<file path="config.mk">
export PLATFORM = sky130hd
export DESIGN_NAME = apb_reset_rx
export DESIGN_NICKNAME = d
export VERILOG_FILES = /design/src/rtl/apb_reset_rx.sv
export SDC_FILE = /design/constraint.sdc
export NUM_CORES = 1
export LEC_CHECK = 0
export CORE_MARGIN = 3
export CORE_UTILIZATION = 40
export CTS_BUF_LIST = sky130_fd_sc_hd__clkbuf_4 sky130_fd_sc_hd__clkbuf_8
export DETAILED_ROUTE_END_ITERATION = 8
export HOLD_SLACK_MARGIN = 0.08
export PLACE_DENSITY_LB_ADDON = 0.1
export RECOVER_POWER = 25
export SYNTH_ARGS = -nofsm -noshare
export SYNTH_HDL_FRONTEND = slang
export SYNTH_SLANG_ARGS = --single-unit
</file>
<file path="constraint.sdc">
create_clock -name pclk -period 2.2 [get_ports pclk]
set_clock_uncertainty 0.1 [all_clocks]
set_input_delay 0.44 -clock pclk [delete_from_list [all_inputs] [get_ports pclk]]
set_output_delay 0.44 -clock pclk [all_outputs]
set_load 0.1 [all_outputs]
</file>
<file path="src/rtl/apb_reset_rx.sv">
// APB reset receiver: synchronizes and deglitches presetn_in, enforces a minimum
// local reset width and a release delay, and counts qualified reset assertions.
module apb_reset_rx #(
  parameter int MIN_ASSERT_CYCLES = 4,
  parameter int RELEASE_DELAY     = 8,
  parameter int FILTER_STAGES     = 2,
  parameter int CNT_W             = 8
) (
  input  logic             pclk,
  input  logic             preset,
  input  logic             presetn_in,
  input  logic             err_clr,
  output logic             local_rst,
  output logic             ready,
  output logic             short_err,
  output logic [CNT_W-1:0] evt_cnt
);

  localparam int FCNT_W = $clog2(FILTER_STAGES + 1);
  localparam int ACNT_W = $clog2(MIN_ASSERT_CYCLES + 1);
  localparam int DCNT_W = $clog2(RELEASE_DELAY + 1);

  typedef enum logic [1:0] {
    ASSERT       = 2'd0,
    STRETCH      = 2'd1,
    RELEASE_WAIT = 2'd2,
    RUN          = 2'd3
  } state_t;

  logic              sync_p0;
  logic              sync_n;
  logic [FCNT_W-1:0] fcnt;
  logic [FCNT_W-1:0] fcnt_nx;
  logic              filt_n;
  logic              filt_nx;
  logic              filt_fall;

  state_t            state;
  state_t            state_nx;
  logic [ACNT_W-1:0] asrt_cnt;
  logic [ACNT_W-1:0] asrt_nx;
  logic [ACNT_W-1:0] asrt_inc;
  logic [DCNT_W-1:0] dcnt;
  logic [DCNT_W-1:0] dcnt_nx;
  logic              set_err;

  // The filter counts cycles of disagreement and commits the new level one
  // cycle after FILTER_STAGES have been seen, giving 2+FILTER_STAGES latency.
  always_comb begin
    filt_nx = filt_n;
    fcnt_nx = '0;
    if (sync_n != filt_n) begin
      if (fcnt == FCNT_W'(FILTER_STAGES)) filt_nx = sync_n;
      else                                fcnt_nx = fcnt + 1'b1;
    end
  end

  assign filt_fall = filt_n & ~filt_nx;
  assign asrt_inc  = (asrt_cnt >= ACNT_W'(MIN_ASSERT_CYCLES)) ? asrt_cnt : asrt_cnt + 1'b1;

  // The FSM reacts to the filtered level on the same edge it is committed.
  always_comb begin
    state_nx = state;
    asrt_nx  = asrt_cnt;
    dcnt_nx  = dcnt;
    set_err  = 1'b0;
    if (filt_fall) begin
      state_nx = ASSERT;
      asrt_nx  = '0;
      dcnt_nx  = '0;
    end else begin
      case (state)
        ASSERT: begin
          asrt_nx = asrt_inc;
          if (filt_nx) begin
            if (asrt_cnt >= ACNT_W'(MIN_ASSERT_CYCLES)) begin
              state_nx = RELEASE_WAIT;
              dcnt_nx  = '0;
            end else begin
              state_nx = STRETCH;
              set_err  = 1'b1;
            end
          end
        end
        STRETCH: begin
          asrt_nx = asrt_inc;
          if (asrt_inc >= ACNT_W'(MIN_ASSERT_CYCLES)) begin
            state_nx = RELEASE_WAIT;
            dcnt_nx  = '0;
          end
        end
        RELEASE_WAIT: begin
          if (dcnt == DCNT_W'(RELEASE_DELAY - 1)) state_nx = RUN;
          else                                    dcnt_nx  = dcnt + 1'b1;
        end
        RUN:     state_nx = RUN;
        default: state_nx = ASSERT;
      endcase
    end
  end

  always_ff @(posedge pclk) begin
    if (preset) begin
      sync_p0   <= 1'b0;
      sync_n    <= 1'b0;
      fcnt      <= '0;
      filt_n    <= 1'b0;
      state     <= ASSERT;
      asrt_cnt  <= '0;
      dcnt      <= '0;
      local_rst <= 1'b1;
      ready     <= 1'b0;
      short_err <= 1'b0;
      evt_cnt   <= '0;
    end else begin
      sync_p0   <= presetn_in;
      sync_n    <= sync_p0;
      fcnt      <= fcnt_nx;
      filt_n    <= filt_nx;
      state     <= state_nx;
      asrt_cnt  <= asrt_nx;
      dcnt      <= dcnt_nx;
      local_rst <= (state_nx != RUN);
      ready     <= (state_nx == RUN);
      if (set_err)      short_err <= 1'b1;
      else if (err_clr) short_err <= 1'b0;
      if (filt_fall && (evt_cnt != {CNT_W{1'b1}})) evt_cnt <= evt_cnt + 1'b1;
    end
  end

endmodule
</file>
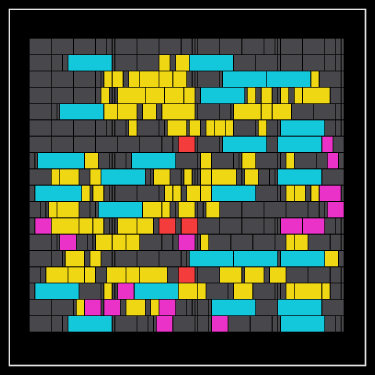
Run 1: placement by cell class
(6 px per micron) Fill, decap, tap and diode cells in gray.
| color | class | cells | share of their area |
|---|---|---|---|
| red | clock drivers and dummy loads | 4 | 2.4% |
| yellow | all other logic | 93 | 48% |
| magenta | other buffers and delay cells | 15 | 9.2% |
| cyan | flip-flops | 25 | 40% |
final core occ: 0.500
design area: 0.00128 sq mm
num rows: 18
total core area: 0.00257 sq mm

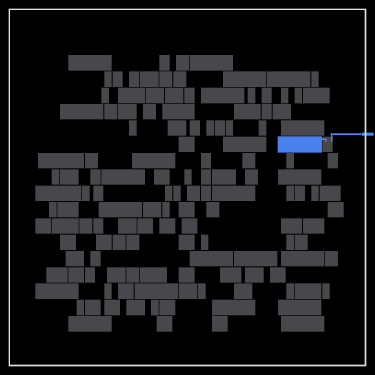
Run 1: port wiring
(6 px per micron)
| color | port | bits | direction | end cells | buffers | wire |
|---|---|---|---|---|---|---|
| blue | `local_rst` | 1 | output | 1 | 1 | 7.30 microns |

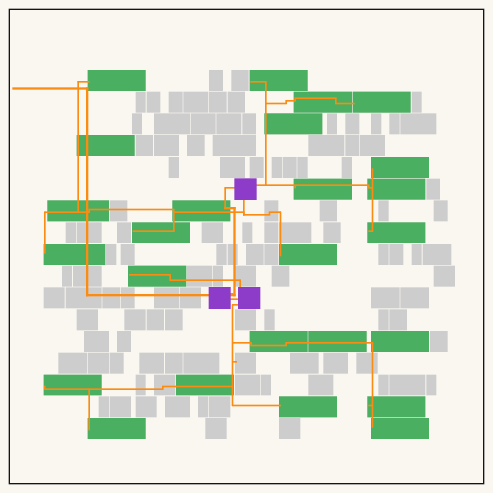
Run 1: routed clock nets over the placement
(8 px per micron)
[purple] cells driving clock nets | count: 3
[green] flip-flops | count: 25
[orange] clock wires | length: 288 microns
flops lie: widely spread
routed clock nets: 4
part of the total power dissipated in the clock network: 0.283
Clock Latency Late Sink: 0.31 ns
Power Clock: 206 uW

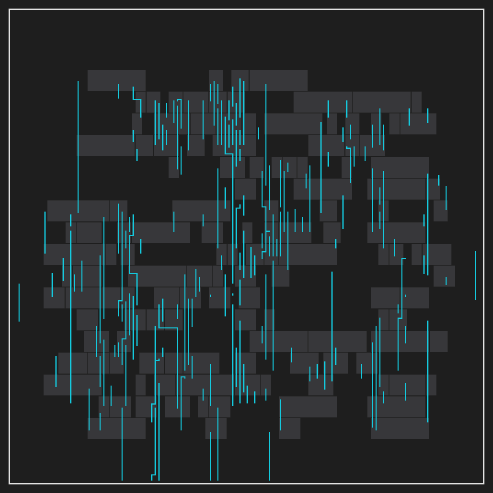
Run 1: signal wires on met2
(8 px per micron)
wire length on this layer: 835 microns
main direction: vertical

==> run 1: routing by layer <==
metal	part of all wire	wire length [microns]	track usage
met1	0.52	1010	0.184
met2	0.43	835	0.180
met3	0.031	60	0.0261
met4	0.019	36	0.0583
met5	0	0	0
==> run 1: worst max path at each step <==
stage          slack (ns)    endpoint
2_1_floorplan        0.03  evt_cnt[7]
3_3_place_gp         0.45   local_rst
3_5_place_dp         0.40   local_rst
4_1_cts              0.40     dcnt[2]
5_1_grt              0.26  evt_cnt[2]
6_report             0.40  evt_cnt[2]
==> run 1: per-stage QoR <==
stage	std cells	hold WS, ns	setup slack (ns)	power [uW]
finish	167	0.339	0.403	728
global route	167	0.373	0.264	767
CTS	167	0.352	0.396	740
detailed placement	163	0.333	0.396	533
global placement	163	0.298	0.447	532
floorplan	122	0.290	0.0280	518
==> run 1: sequential cells by signal (all words and copies together) (netlist names) <==
register   count
state          2
short_err      1
sync_n         1
fcnt           2
local_rst      1
sync_p0        1
ready          1
asrt_cnt       3
evt_cnt        8
filt_n         1
dcnt           4
==> run 1: Yosys cell counts (3+ instances only) <==
cell type                 instances
sky130_fd_sc_hd__a21oi_1          7
sky130_fd_sc_hd__and3_1           3
sky130_fd_sc_hd__buf_4            3
sky130_fd_sc_hd__dfxtp_1         25
sky130_fd_sc_hd__ha_1             5
sky130_fd_sc_hd__inv_1            8
sky130_fd_sc_hd__nand2_1          4
sky130_fd_sc_hd__nand3_1          3
sky130_fd_sc_hd__nor2_1          15
sky130_fd_sc_hd__o21ai_0          3
sky130_fd_sc_hd__xor2_1           4
==> run 1: kinds of logic after synthesis <==
| kind of cell | Yosys count |
|---|---|
| simple gates | 46 |
| compound gates | 25 |
| flops | 25 |
| buf+inv | 13 |
| xor+xnor | 6 |
| fa+ha+maj | 5 |
| mux | 2 |
==> run_summary.xml, run 1 <==
<?xml version="1.0" encoding="UTF-8"?>
<metrics>
  <group name="run_status">
    <metric name="status" unit="">finished clean</metric>
  </group>
  <group name="floorplanning">
    <metric name="dieWidth" unit="microns">59.1</metric>
    <metric name="design.portCount" unit="">15</metric>
    <metric name="dieArea" unit="sq mm">0.00349</metric>
    <metric name="chipHeight" unit="microns">59.1</metric>
  </group>
  <group name="clocking">
    <metric name="cts_inserted_buffers" unit="">3</metric>
    <metric name="cts_buffer_depth" unit="">2</metric>
    <metric name="postCtsResizedCells" unit="">0</metric>
    <metric name="clkSinkCount" unit="">25</metric>
    <metric name="cts_setup_buffers" unit="">0</metric>
    <metric name="cts_tree" unit="">done</metric>
  </group>
  <group name="worst_setup_path">
    <metric name="critical_path_cell_count" unit="">6</metric>
    <metric name="maximum_net_fanout_on_the_critical_path" unit="">7</metric>
    <metric name="worst_setup_sp_type" unit="">flip-flop</metric>
    <metric name="worst_setup_path_end_kind" unit="">flip-flop</metric>
    <metric name="required" unit="ns">2.36</metric>
    <metric name="cpMaxStageDelayCell" unit="">sky130_fd_sc_hd__or3_1</metric>
    <metric name="timing.rr.end" unit="">evt_cnt[2]</metric>
    <metric name="regToRegStartpoint" unit="">fcnt[0]</metric>
    <metric name="r2r_slack" unit="ns">0.40</metric>
    <metric name="slowest_delay" unit="ns">0.36</metric>
    <metric name="path_cells" unit="">inv_1, ha_1, and3b_1, o21ai_0, or3_1, a21oi_1</metric>
    <metric name="path_buffers" unit="">1</metric>
  </group>
  <group name="worst_hold_path">
    <metric name="hold_path_depth" unit="">1</metric>
    <metric name="worst_hold_path_type" unit="">reg -&gt; reg</metric>
    <metric name="hold_path_startpoint" unit="">fcnt[0]</metric>
  </group>
  <group name="synthesis">
    <metric name="synth_top_cell_by_area" unit="">sky130_fd_sc_hd__dfxtp_1</metric>
    <metric name="synth_async_sr_flop_share" unit="">0</metric>
    <metric name="synthSimpleGateAreaFrac" unit="">0.227</metric>
    <metric name="ys_sh_adder" unit="">0.0554</metric>
    <metric name="postSynthAreaPerCell" unit="sq um">9.25</metric>
    <metric name="yosys_warns" unit="">0</metric>
    <metric name="fp_nets" unit="">131</metric>
    <metric name="yosysChipArea" unit="sq mm">0.00113</metric>
    <metric name="synthDistinctLibCells" unit="">42</metric>
    <metric name="ys_seq_share" unit="">0.443</metric>
    <metric name="yosysTopAreaCellShare" unit="">0.443</metric>
    <metric name="topCellsByArea" unit="">sky130_fd_sc_hd__dfxtp_1 44%, sky130_fd_sc_hd__ha_1 5.5%, sky130_fd_sc_hd__nor2_1 5.0%, sky130_fd_sc_hd__a21oi_1 3.1%, sky130_fd_sc_hd__xor2_1 3.1%</metric>
    <metric name="synthesis.instances" unit="">122</metric>
    <metric name="synth.comb.largest_family" unit="">simple AND/OR/NAND/NOR gates</metric>
    <metric name="syn-cell-area" unit="sq mm">0.00113</metric>
    <metric name="dominantRegCellSynth" unit="">sky130_fd_sc_hd__dfxtp_1</metric>
    <metric name="yosys.area_share.aoi" unit="">0.156</metric>
    <metric name="yosys-mux-area-fraction" unit="">0.0177</metric>
    <metric name="ys_cells" unit="">122</metric>
    <metric name="xor_area_frac" unit="">0.0466</metric>
    <metric name="numSynthFlops" unit="">25</metric>
  </group>
  <group name="routing">
    <metric name="firstDrtPassIters" unit="">2</metric>
    <metric name="drtIter0Drc" unit="">19</metric>
    <metric name="drcViolationCount" unit="">0</metric>
    <metric name="via_per_inst" unit="">5.11</metric>
    <metric name="drtAntennaViolNets" unit="">0</metric>
    <metric name="detailed_route_via_count" unit="">854</metric>
    <metric name="route.detailed.wl_per_inst" unit="microns">11.6</metric>
  </group>
  <group name="global_route">
    <metric name="remaining_global_route_overflow" unit="">0</metric>
    <metric name="grt_pass1_vias" unit="">752</metric>
    <metric name="grt_use_total" unit="">0.127</metric>
    <metric name="grt_start_max_net_pins" unit="">16</metric>
  </group>
  <group name="pwr">
    <metric name="p_per_area" unit="mW/mm^2">567</metric>
    <metric name="p_seq_frac" unit="">0.654</metric>
    <metric name="max_ir_drop_vdd" unit="V">0.000275</metric>
    <metric name="power_leakage" unit="uW">0.000513</metric>
    <metric name="power_top_consumer" unit="">registers</metric>
    <metric name="power_combinational" unit="uW">46.3</metric>
    <metric name="power.internal" unit="uW">557</metric>
  </group>
  <group name="cells_and_area">
    <metric name="seq-cell-share" unit="">0.392</metric>
    <metric name="clock_cell_area_share" unit="">0.0234</metric>
    <metric name="num_antenna_cells" unit="">0</metric>
    <metric name="layout.area.comb" unit="sq um">564</metric>
    <metric name="comb_area_frac" unit="">0.440</metric>
    <metric name="final_common_cell" unit="">sky130_fd_sc_hd__dfxtp_1</metric>
    <metric name="layout.buffer.nonclock.area_share" unit="">0.0897</metric>
    <metric name="layout-area-overhead-vs-synth" unit="%">13.7</metric>
    <metric name="drive_above_1_share" unit="">0.190</metric>
    <metric name="sequential_cell_total" unit="">25</metric>
    <metric name="num-nets-final" unit="">147</metric>
    <metric name="final-seq-area" unit="sq um">503</metric>
    <metric name="nonClockBufferCount" unit="">15</metric>
    <metric name="layout_top_cells" unit="">23 x sky130_fd_sc_hd__dfxtp_1, 15 x sky130_fd_sc_hd__nor2_1, 10 x sky130_fd_sc_hd__buf_4</metric>
    <metric name="layout.comb_gates.multi_input" unit="">84</metric>
  </group>
  <group name="timing">
    <metric name="hold_viol" unit="">0</metric>
    <metric name="final_min_period_over_clock_period" unit="">0.817</metric>
    <metric name="maxClockFrequency" unit="MHz">556</metric>
    <metric name="setup_violations" unit="">0</metric>
    <metric name="timing.setup.tns" unit="ns">0</metric>
    <metric name="layout_min_cycle_time" unit="ns">1.80</metric>
    <metric name="worst_pin_slew" unit="ns">0.522</metric>
    <metric name="rsz0062_at_grt" unit="">no</metric>
  </group>
  <group name="job">
    <metric name="stage_log_warnings" unit="">28</metric>
  </group>
  <group name="placed_design">
    <metric name="dp_hpwl" unit="mm">1.47</metric>
    <metric name="portBuffers" unit="">14</metric>
    <metric name="placement.cell_area" unit="sq mm">0.00126</metric>
    <metric name="place.gp.congestion" unit="">0.763</metric>
  </group>
</metrics>
==> run 1 -> run 2 <==
clock period = 1.8 ns   (was 2.2 ns; I/O delays follow)
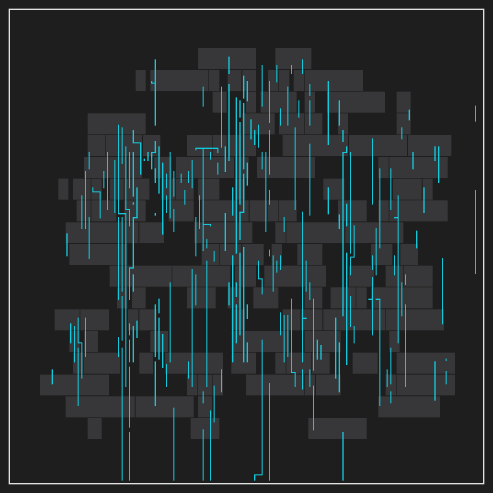
Run 2: signal wires on met2
(8 px per micron)
nets with wire on the layer: 120
wire length on this layer: 978 microns
share of all routed wire: 45%

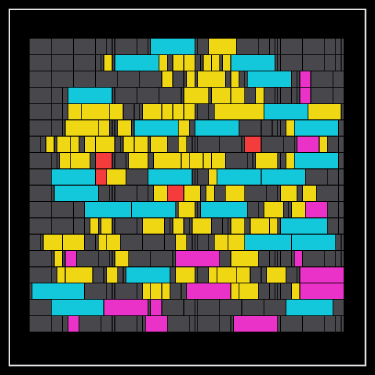
Run 2: placement by cell class
(6 px per micron) Fill, decap, tap and diode cells in gray.
| color | class | cells | share of their area |
|---|---|---|---|
| cyan | flip-flops | 25 | 38% |
| magenta | other buffers and delay cells | 15 | 13% |
| yellow | all other logic | 93 | 46% |
| red | clock drivers and dummy loads | 4 | 2.0% |
fraction of area in registers: 0.372
design area: 0.00138 sq mm
final core occ: 0.538

==> run 2 against run 1 <==
Effect of this change: global-route usage increased by 0.59 points; critical path depth stayed put; core utilization increased by 3.8 points; combinational power up 22%; area after synthesis is the same; cell area up 7.6%; first-iteration DRC count rose by 11%; clock power is 21% higher; via count is 2.3% higher; synthesized cell count stayed put; sequential cell count is the same; worst hold slack worse by 0.016 ns; highest routed layer unchanged.
==> run_summary.xml, run 2 <==
<?xml version="1.0" encoding="UTF-8"?>
<metrics>
  <group name="worst_setup_path">
    <metric name="cpMaxStageDelayCell" unit="">sky130_fd_sc_hd__a2111o_1</metric>
    <metric name="r2r_slack" unit="ns">0.12</metric>
    <metric name="timing.rr.end" unit="">state[0]</metric>
    <metric name="slowest_delay" unit="ns">0.38</metric>
    <metric name="worst_setup_sp_type" unit="">flip-flop</metric>
    <metric name="maximum_net_fanout_on_the_critical_path" unit="">4</metric>
    <metric name="path_cells" unit="">inv_1, ha_2, mux2i_4, and2_1, a2111o_1, a21oi_1</metric>
    <metric name="required" unit="ns">1.96</metric>
  </group>
  <group name="floorplanning">
    <metric name="chipHeight" unit="microns">59.1</metric>
    <metric name="dieArea" unit="sq mm">0.00349</metric>
    <metric name="design.portCount" unit="">15</metric>
    <metric name="design.core.area" unit="sq mm">0.00257</metric>
    <metric name="num_rows" unit="">18</metric>
    <metric name="dieWidth" unit="microns">59.1</metric>
  </group>
  <group name="synthesis">
    <metric name="dominantRegCellSynth" unit="">sky130_fd_sc_hd__dfxtp_1</metric>
    <metric name="synth_async_sr_flop_share" unit="">0</metric>
    <metric name="ys_cells" unit="">122</metric>
    <metric name="postSynthAreaPerCell" unit="sq um">9.25</metric>
    <metric name="yosysChipArea" unit="sq mm">0.00113</metric>
    <metric name="yosys_warns" unit="">0</metric>
    <metric name="yosys-top-cells-count" unit="">25 x sky130_fd_sc_hd__dfxtp_1, 15 x sky130_fd_sc_hd__nor2_1, 8 x sky130_fd_sc_hd__inv_1</metric>
    <metric name="post-synth-top-count-cell" unit="">sky130_fd_sc_hd__dfxtp_1</metric>
    <metric name="yosysTopAreaCellShare" unit="">0.443</metric>
    <metric name="topCellsByArea" unit="">sky130_fd_sc_hd__dfxtp_1 44%, sky130_fd_sc_hd__ha_1 5.5%, sky130_fd_sc_hd__nor2_1 5.0%, sky130_fd_sc_hd__a21oi_1 3.1%, sky130_fd_sc_hd__xor2_1 3.1%</metric>
    <metric name="ys_seq_share" unit="">0.443</metric>
    <metric name="fp_nets" unit="">131</metric>
    <metric name="synthDistinctLibCells" unit="">42</metric>
    <metric name="synthesis.instances" unit="">122</metric>
    <metric name="numSynthFlops" unit="">25</metric>
  </group>
  <group name="clocking">
    <metric name="cts_buffer_depth" unit="">2</metric>
    <metric name="cts_tree" unit="">done</metric>
    <metric name="postCtsResizedCells" unit="">0</metric>
    <metric name="clk-insertion-delay-late" unit="ns">0.32</metric>
    <metric name="cts_inserted_buffers" unit="">3</metric>
    <metric name="clkSinkCount" unit="">25</metric>
  </group>
  <group name="timing">
    <metric name="hold_viol" unit="">0</metric>
    <metric name="layout_min_cycle_time" unit="ns">1.68</metric>
    <metric name="maxClockFrequency" unit="MHz">595</metric>
    <metric name="setup_violations" unit="">0</metric>
    <metric name="worst_pin_slew" unit="ns">0.542</metric>
    <metric name="timing.setup.tns" unit="ns">0</metric>
    <metric name="fin_hold_ws" unit="ns">0.323</metric>
    <metric name="rsz0062_at_grt" unit="">no</metric>
  </group>
  <group name="routing">
    <metric name="drtAntennaViolNets" unit="">0</metric>
    <metric name="firstDrtPassIters" unit="">4</metric>
    <metric name="detailed_route_via_count" unit="">874</metric>
    <metric name="route.detailed.wl_per_inst" unit="microns">13.0</metric>
    <metric name="via_per_inst" unit="">5.23</metric>
    <metric name="drcViolationCount" unit="">0</metric>
    <metric name="drtIter0Drc" unit="">21</metric>
  </group>
  <group name="cells_and_area">
    <metric name="num_antenna_cells" unit="">0</metric>
    <metric name="layout_top_cells" unit="">18 x sky130_fd_sc_hd__dfxtp_1, 15 x sky130_fd_sc_hd__nor2_1, 8 x sky130_fd_sc_hd__inv_1</metric>
    <metric name="drive_above_1_share" unit="">0.255</metric>
    <metric name="num-nets-final" unit="">147</metric>
    <metric name="largest-register" unit="">evt_cnt</metric>
    <metric name="largest_reg_flops" unit="">8</metric>
    <metric name="final_cells" unit="">167</metric>
    <metric name="final_common_cell" unit="">sky130_fd_sc_hd__dfxtp_1</metric>
    <metric name="layout-area-overhead-vs-synth" unit="%">22.4</metric>
  </group>
  <group name="worst_hold_path">
    <metric name="worst_hold_path_type" unit="">reg -&gt; reg</metric>
    <metric name="hold_path_startpoint" unit="">fcnt[0]</metric>
    <metric name="hold_path_depth" unit="">1</metric>
  </group>
  <group name="global_route">
    <metric name="grt_use_total" unit="">0.133</metric>
    <metric name="grt_pass1_vias" unit="">786</metric>
    <metric name="remaining_global_route_overflow" unit="">0</metric>
    <metric name="grt_start_max_net_pins" unit="">15</metric>
  </group>
  <group name="placed_design">
    <metric name="portBuffers" unit="">14</metric>
    <metric name="placement.cell_area" unit="sq mm">0.00141</metric>
    <metric name="place.detailed.instances" unit="">163</metric>
    <metric name="dp_hpwl" unit="mm">1.58</metric>
    <metric name="placement.setup.worst_slack" unit="ns">0.0741</metric>
  </group>
  <group name="pwr">
    <metric name="tot_pwr" unit="uW">884</metric>
    <metric name="max_ir_drop_vdd" unit="V">0.000508</metric>
    <metric name="power_leakage" unit="uW">0.000532</metric>
    <metric name="p_per_area" unit="mW/mm^2">640</metric>
  </group>
  <group name="run_status">
    <metric name="status" unit="">finished clean</metric>
  </group>
  <group name="job">
    <metric name="stage_log_warnings" unit="">28</metric>
  </group>
</metrics>
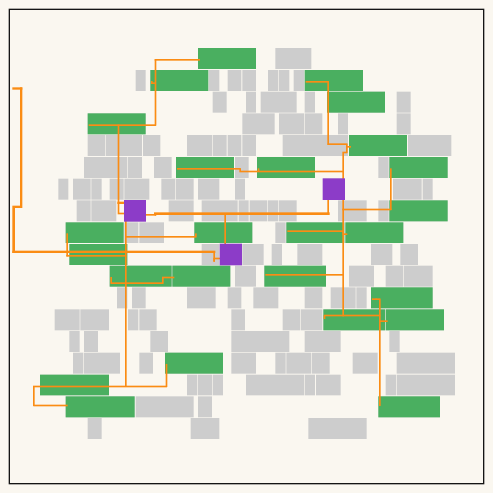
Run 2: routed clock nets over the placement
(8 px per micron)
[orange] clock wires | length: 305 microns
[green] flip-flops | count: 25
[purple] cells driving clock nets | count: 3
routed clock nets: 4

## run 2: cell counts after synthesis
No cell type changed its count.
## run 2: worst max path at each step
stage,slack [ns],to
2_1_floorplan,0.05,evt_cnt[7]
6_report,0.12,state[0]
3_5_place_dp,0.07,dcnt[3]
3_3_place_gp,0.16,dcnt[3]
4_1_cts,0.05,dcnt[3]
5_1_grt,0.05,evt_cnt[7]
## run 2: layout make-up
| class | instances | area, sq um |
|---|---|---|
| Fill cell | 246 | 1190 |
| Multi-Input combinational cell | 84 | 589 |
| Sequential cell | 25 | 514 |
| Timing Repair Buffer | 15 | 179 |
| Tap cell | 30 | 37.5 |
| Inverter | 9 | 33.8 |
| Clock buffer | 3 | 22.5 |
| Clock inverter | 1 | 5.00 |
## run 2: per-layer routing
metal | track usage | vias to the layer above | wire length, microns
met5 | 0 | - | 0
met3 | 0.0392 | 2 | 83
met1 | 0.174 | 408 | 1080
met4 | 0.0388 | 0 | 21
li1 | - | 450 | -
met2 | 0.213 | 14 | 978
## run 2: worst max-delay path, delay by kind of cell (launching register included)
kind            cells  cell delay [ns]
fa+ha+maj           1             0.21
simple gates        1             0.19
buf+inv             1             0.05
compound gates      2             0.52
mux                 1             0.20
flops               1             0.35
## run 2: power by group
part / total [uW] / switching (uW) / internal [uW]
Combinational: 56.4 / 30.0 / 26.4
Sequential: 579 / 13.4 / 565
Clock: 249 / 166 / 83.2
Total: 884 / 209 / 675
## run 2: logic make-up after synthesis
group                    after synthesis  share of synthesized area
buffers and inverters                 13                     0.0532
AND/OR/NAND/NOR                       46                      0.227
multiplexers                           2                     0.0177
AND-OR/OR-AND                         25                      0.156
adder cells (fa/ha/maj)                5                     0.0554
XOR/XNOR                               6                     0.0466
flip-flops                            25                      0.443
Run 2, port wiring:
(6 px per micron)
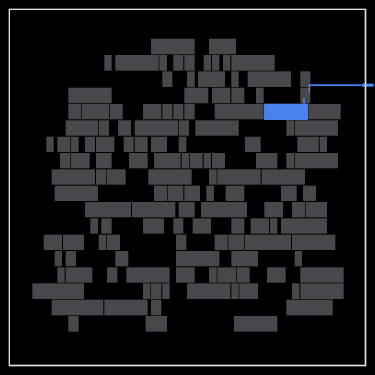

==> run 2 -> run 3 <==
CAP_MARGIN = 20   (was not set)
RECOVER_POWER = 50   (was 25)
SKIP_LAST_GASP = 1   (was not set)
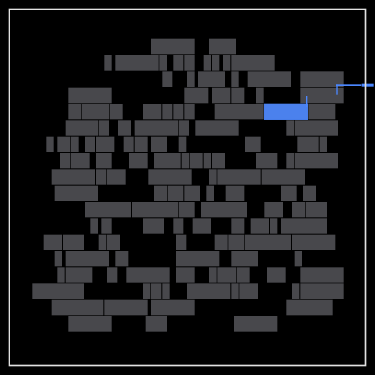
Run 3: port wiring
(6 px per micron)
| color | port | bits | direction | end cells | buffers | wire |
|---|---|---|---|---|---|---|
| blue | `local_rst` | 1 | output | 1 | 1 | 7.10 microns |
IO Count: 15
quantity of I/O buffers inserted on ports: 14

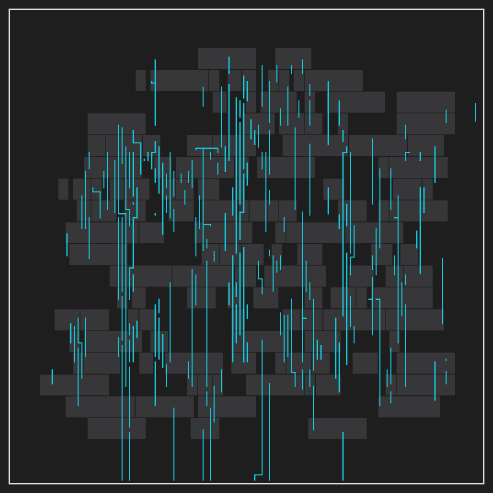
Run 3: signal wires on met2
(8 px per micron)
nets with wire on the layer: 120
wire length on this layer: 979 microns
main direction: vertical
met2 Usage GRT: 0.213
detailed-route via count: 874
Final Routed Wirelength: 2.15 mm

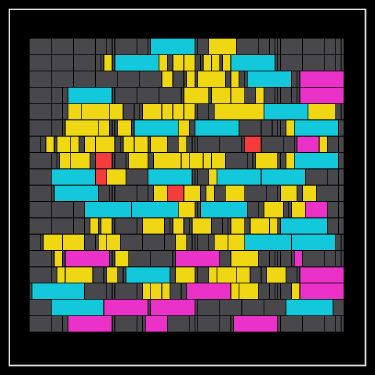
Run 3: placement by cell class
(6 px per micron) Fill, decap, tap and diode cells in gray.
| color | class | cells | share of their area |
|---|---|---|---|
| red | clock drivers and dummy loads | 4 | 1.9% |
| magenta | other buffers and delay cells | 15 | 18% |
| cyan | flip-flops | 25 | 36% |
| yellow | all other logic | 93 | 44% |
final core occ: 0.567
design area: 0.00146 sq mm
fraction of area in registers: 0.354

==> run 3 against run 2 <==
Effect of this change: cell count stayed put; clock-buffer cell count did not move; register-to-register slack got worse by 0.06 ns; area after synthesis unchanged; clock power about the same; core utilization grew 2.9 points; non-clock buffer count unchanged; critical path type unchanged; via count unchanged; sequential share of layout area fell by 1.8 points.
==> run_summary.xml, run 3 <==
<?xml version="1.0" encoding="UTF-8"?>
<metrics>
  <group name="pwr">
    <metric name="p_sw_frac" unit="">0.236</metric>
    <metric name="clockNetworkPower" unit="uW">249</metric>
    <metric name="power_combinational" unit="uW">56.9</metric>
    <metric name="power_top_consumer" unit="">registers</metric>
    <metric name="clkPwrFrac" unit="">0.281</metric>
    <metric name="tot_pwr" unit="uW">884</metric>
    <metric name="power.net_switching" unit="uW">209</metric>
    <metric name="power.internal" unit="uW">675</metric>
    <metric name="pwr-share-comb" unit="">0.064</metric>
    <metric name="p_per_area" unit="mW/mm^2">608</metric>
    <metric name="power_sequential" unit="uW">579</metric>
    <metric name="max_ir_drop_vdd" unit="V">0.000509</metric>
    <metric name="power_leakage" unit="uW">0.000553</metric>
    <metric name="p_seq_frac" unit="">0.654</metric>
  </group>
  <group name="routing">
    <metric name="route.detailed.wl_per_inst" unit="microns">12.9</metric>
    <metric name="firstDrtPassIters" unit="">4</metric>
    <metric name="via_per_inst" unit="">5.23</metric>
    <metric name="drtAntennaViolNets" unit="">0</metric>
    <metric name="drtIter0Drc" unit="">18</metric>
    <metric name="drcViolationCount" unit="">0</metric>
  </group>
  <group name="synthesis">
    <metric name="ys_cells" unit="">122</metric>
    <metric name="numSynthFlops" unit="">25</metric>
    <metric name="yosysChipArea" unit="sq mm">0.00113</metric>
    <metric name="synth_top_cell_by_area" unit="">sky130_fd_sc_hd__dfxtp_1</metric>
    <metric name="yosys_warns" unit="">0</metric>
    <metric name="syn-cell-area" unit="sq mm">0.00113</metric>
    <metric name="fp_nets" unit="">131</metric>
    <metric name="synth_async_sr_flop_share" unit="">0</metric>
    <metric name="yosysTopAreaCellShare" unit="">0.443</metric>
    <metric name="synthDistinctLibCells" unit="">42</metric>
    <metric name="topCellsByArea" unit="">sky130_fd_sc_hd__dfxtp_1 44%, sky130_fd_sc_hd__ha_1 5.5%, sky130_fd_sc_hd__nor2_1 5.0%, sky130_fd_sc_hd__a21oi_1 3.1%, sky130_fd_sc_hd__xor2_1 3.1%</metric>
    <metric name="ys_seq_share" unit="">0.443</metric>
    <metric name="dominantRegCellSynth" unit="">sky130_fd_sc_hd__dfxtp_1</metric>
    <metric name="yosys-top-cells-count" unit="">25 x sky130_fd_sc_hd__dfxtp_1, 15 x sky130_fd_sc_hd__nor2_1, 8 x sky130_fd_sc_hd__inv_1</metric>
    <metric name="synthesis.instances" unit="">122</metric>
    <metric name="postSynthAreaPerCell" unit="sq um">9.25</metric>
    <metric name="post-synth-top-count-cell" unit="">sky130_fd_sc_hd__dfxtp_1</metric>
    <metric name="edf_count" unit="">0</metric>
  </group>
  <group name="worst_setup_path">
    <metric name="arrival" unit="ns">1.90</metric>
    <metric name="slowest_delay" unit="ns">0.38</metric>
    <metric name="path_buffers" unit="">1</metric>
    <metric name="cpMaxStageDelayCell" unit="">sky130_fd_sc_hd__a2111o_1</metric>
    <metric name="maximum_net_fanout_on_the_critical_path" unit="">4</metric>
    <metric name="critical-path-top-delay-family" unit="">AND-OR/OR-AND gates</metric>
    <metric name="path_cells" unit="">inv_1, ha_1, mux2i_4, and2_1, a2111o_1, a21oi_1</metric>
    <metric name="worst_setup_path_end_kind" unit="">flip-flop</metric>
    <metric name="worst_setup_sp_type" unit="">flip-flop</metric>
    <metric name="required" unit="ns">1.96</metric>
    <metric name="critPathKind" unit="">reg -&gt; reg</metric>
  </group>
  <group name="clocking">
    <metric name="h-tree-depth" unit="">1</metric>
    <metric name="clk-insertion-delay-late" unit="ns">0.32</metric>
    <metric name="postCtsHoldBufs" unit="">0</metric>
    <metric name="cts_inserted_buffers" unit="">3</metric>
    <metric name="clkSinkCount" unit="">25</metric>
    <metric name="clkTransAtPathRegs" unit="ns">0.13</metric>
    <metric name="cts_buffer_depth" unit="">2</metric>
    <metric name="cts_tree" unit="">done</metric>
    <metric name="clockRootBuffer" unit="">sky130_fd_sc_hd__clkbuf_4</metric>
  </group>
  <group name="global_route">
    <metric name="grt_first_pass_wirelength" unit="mm">3.57</metric>
    <metric name="initial_antenna_violation_count" unit="">0</metric>
    <metric name="remaining_global_route_overflow" unit="">0</metric>
    <metric name="grt_pass1_vias" unit="">786</metric>
    <metric name="grt_use_total" unit="">0.133</metric>
    <metric name="grt_start_max_net_pins" unit="">15</metric>
  </group>
  <group name="cells_and_area">
    <metric name="largest_reg_flops" unit="">8</metric>
    <metric name="layout-area-overhead-vs-synth" unit="%">28.9</metric>
    <metric name="num_antenna_cells" unit="">0</metric>
    <metric name="drive_above_1_share" unit="">0.255</metric>
    <metric name="layout_top_cells" unit="">17 x sky130_fd_sc_hd__dfxtp_1, 15 x sky130_fd_sc_hd__nor2_1, 11 x sky130_fd_sc_hd__buf_12</metric>
    <metric name="final.fill_count" unit="">236</metric>
    <metric name="num-nets-final" unit="">147</metric>
    <metric name="final_common_cell" unit="">sky130_fd_sc_hd__dfxtp_1</metric>
    <metric name="largest_registers" unit="">evt_cnt: 8 flops, dcnt: 4 flops, asrt_cnt: 3 flops</metric>
    <metric name="largest-register" unit="">evt_cnt</metric>
  </group>
  <group name="floorplanning">
    <metric name="core_util_floorplan" unit="">0.440</metric>
    <metric name="num_rows" unit="">18</metric>
    <metric name="design.core.area" unit="sq mm">0.00257</metric>
    <metric name="chipHeight" unit="microns">59.1</metric>
    <metric name="dieWidth" unit="microns">59.1</metric>
    <metric name="dieArea" unit="sq mm">0.00349</metric>
  </group>
  <group name="run_status">
    <metric name="status" unit="">finished clean</metric>
  </group>
  <group name="timing">
    <metric name="report.final.slew_viol_count" unit="">0</metric>
    <metric name="rsz0062_at_grt" unit="">yes</metric>
    <metric name="hold_viol" unit="">0</metric>
    <metric name="layout_min_cycle_time" unit="ns">1.74</metric>
    <metric name="setup_violations" unit="">0</metric>
    <metric name="maxClockFrequency" unit="MHz">574</metric>
    <metric name="worst_pin_slew" unit="ns">0.496</metric>
    <metric name="final_min_period_over_clock_period" unit="">0.968</metric>
    <metric name="worst_slew_margin_rel" unit="">0.669</metric>
  </group>
  <group name="placed_design">
    <metric name="placement.cell_area" unit="sq mm">0.00141</metric>
    <metric name="place.gp.congestion" unit="">0.815</metric>
    <metric name="dp_hpwl" unit="mm">1.58</metric>
  </group>
  <group name="worst_hold_path">
    <metric name="worst_hold_path_type" unit="">reg -&gt; reg</metric>
  </group>
  <group name="job">
    <metric name="total_of_max_cap_violations" unit="">0</metric>
    <metric name="stage_log_warnings" unit="">29</metric>
  </group>
</metrics>
-- run 3: cell counts after synthesis --
Identical to the previous run, type by type.
-- run 3: cells by family after synthesis --
group / count (synthesis) / share of synthesized area
and+or+nand+nor: 46 / 0.227
AOI/OAI and AO/OA: 25 / 0.156
buffers and inverters: 13 / 0.0532
adders and majority gates: 5 / 0.0554
muxes: 2 / 0.0177
DFF: 25 / 0.443
xor gates and xnor gates: 6 / 0.0466
-- run 3: per-stage QoR --
stage	hold slack (ns)	TNS, ns	worst slack, ns	cells	util
6_report	0.324	0	0.0575	167	0.567
5_1_grt	0.362	-0.0196	-0.0153	167	0.567
4_1_cts	0.327	0	0.0487	167	0.561
3_5_place_dp	0.308	0	0.0741	163	0.550
3_3_place_gp	0.298	0	0.162	163	0.550
2_1_floorplan	0.290	0	0.0454	122	-
-- run 3: area by class of cell --
type / instances / area (sq um) / area share
clock buffers: 3 / 22.5 / 0.0155
well taps: 30 / 37.5 / 0.0258
flip-flops and latches: 25 / 515 / 0.354
multi-input cells: 84 / 587 / 0.403
repair buffers: 15 / 254 / 0.175
inverters: 9 / 33.8 / 0.0232
clock inverters: 1 / 5.00 / 0.00344
-- run 3: timing repair --
action,CTS,global route
resized,0,4
setup buffers,0,0
endpoints found under the setup margin,0,5
-- run 3: per-layer routing --
metal	share of wire	track usage	routed length [microns]	vias up
met2	0.45	0.213	979	14
met4	0.0098	0.0388	21	0
met5	0	0	0	-
met3	0.039	0.0392	85	2
met1	0.49	0.174	1070	408
li1	-	-	-	450
-- run 3: final timing paths --
check,cells past startpoint,from,slack (ns),endpoint
worst min-delay path,1,fcnt[0],0.32,fcnt[0]
worst max register to register,6,fcnt[0],0.06,state[0]
worst max-delay path,6,fcnt[0],0.06,state[0]
worst min register to register,1,fcnt[0],0.32,fcnt[0]
Power figures rest on the tool's default switching activity, not on a simulated workload.
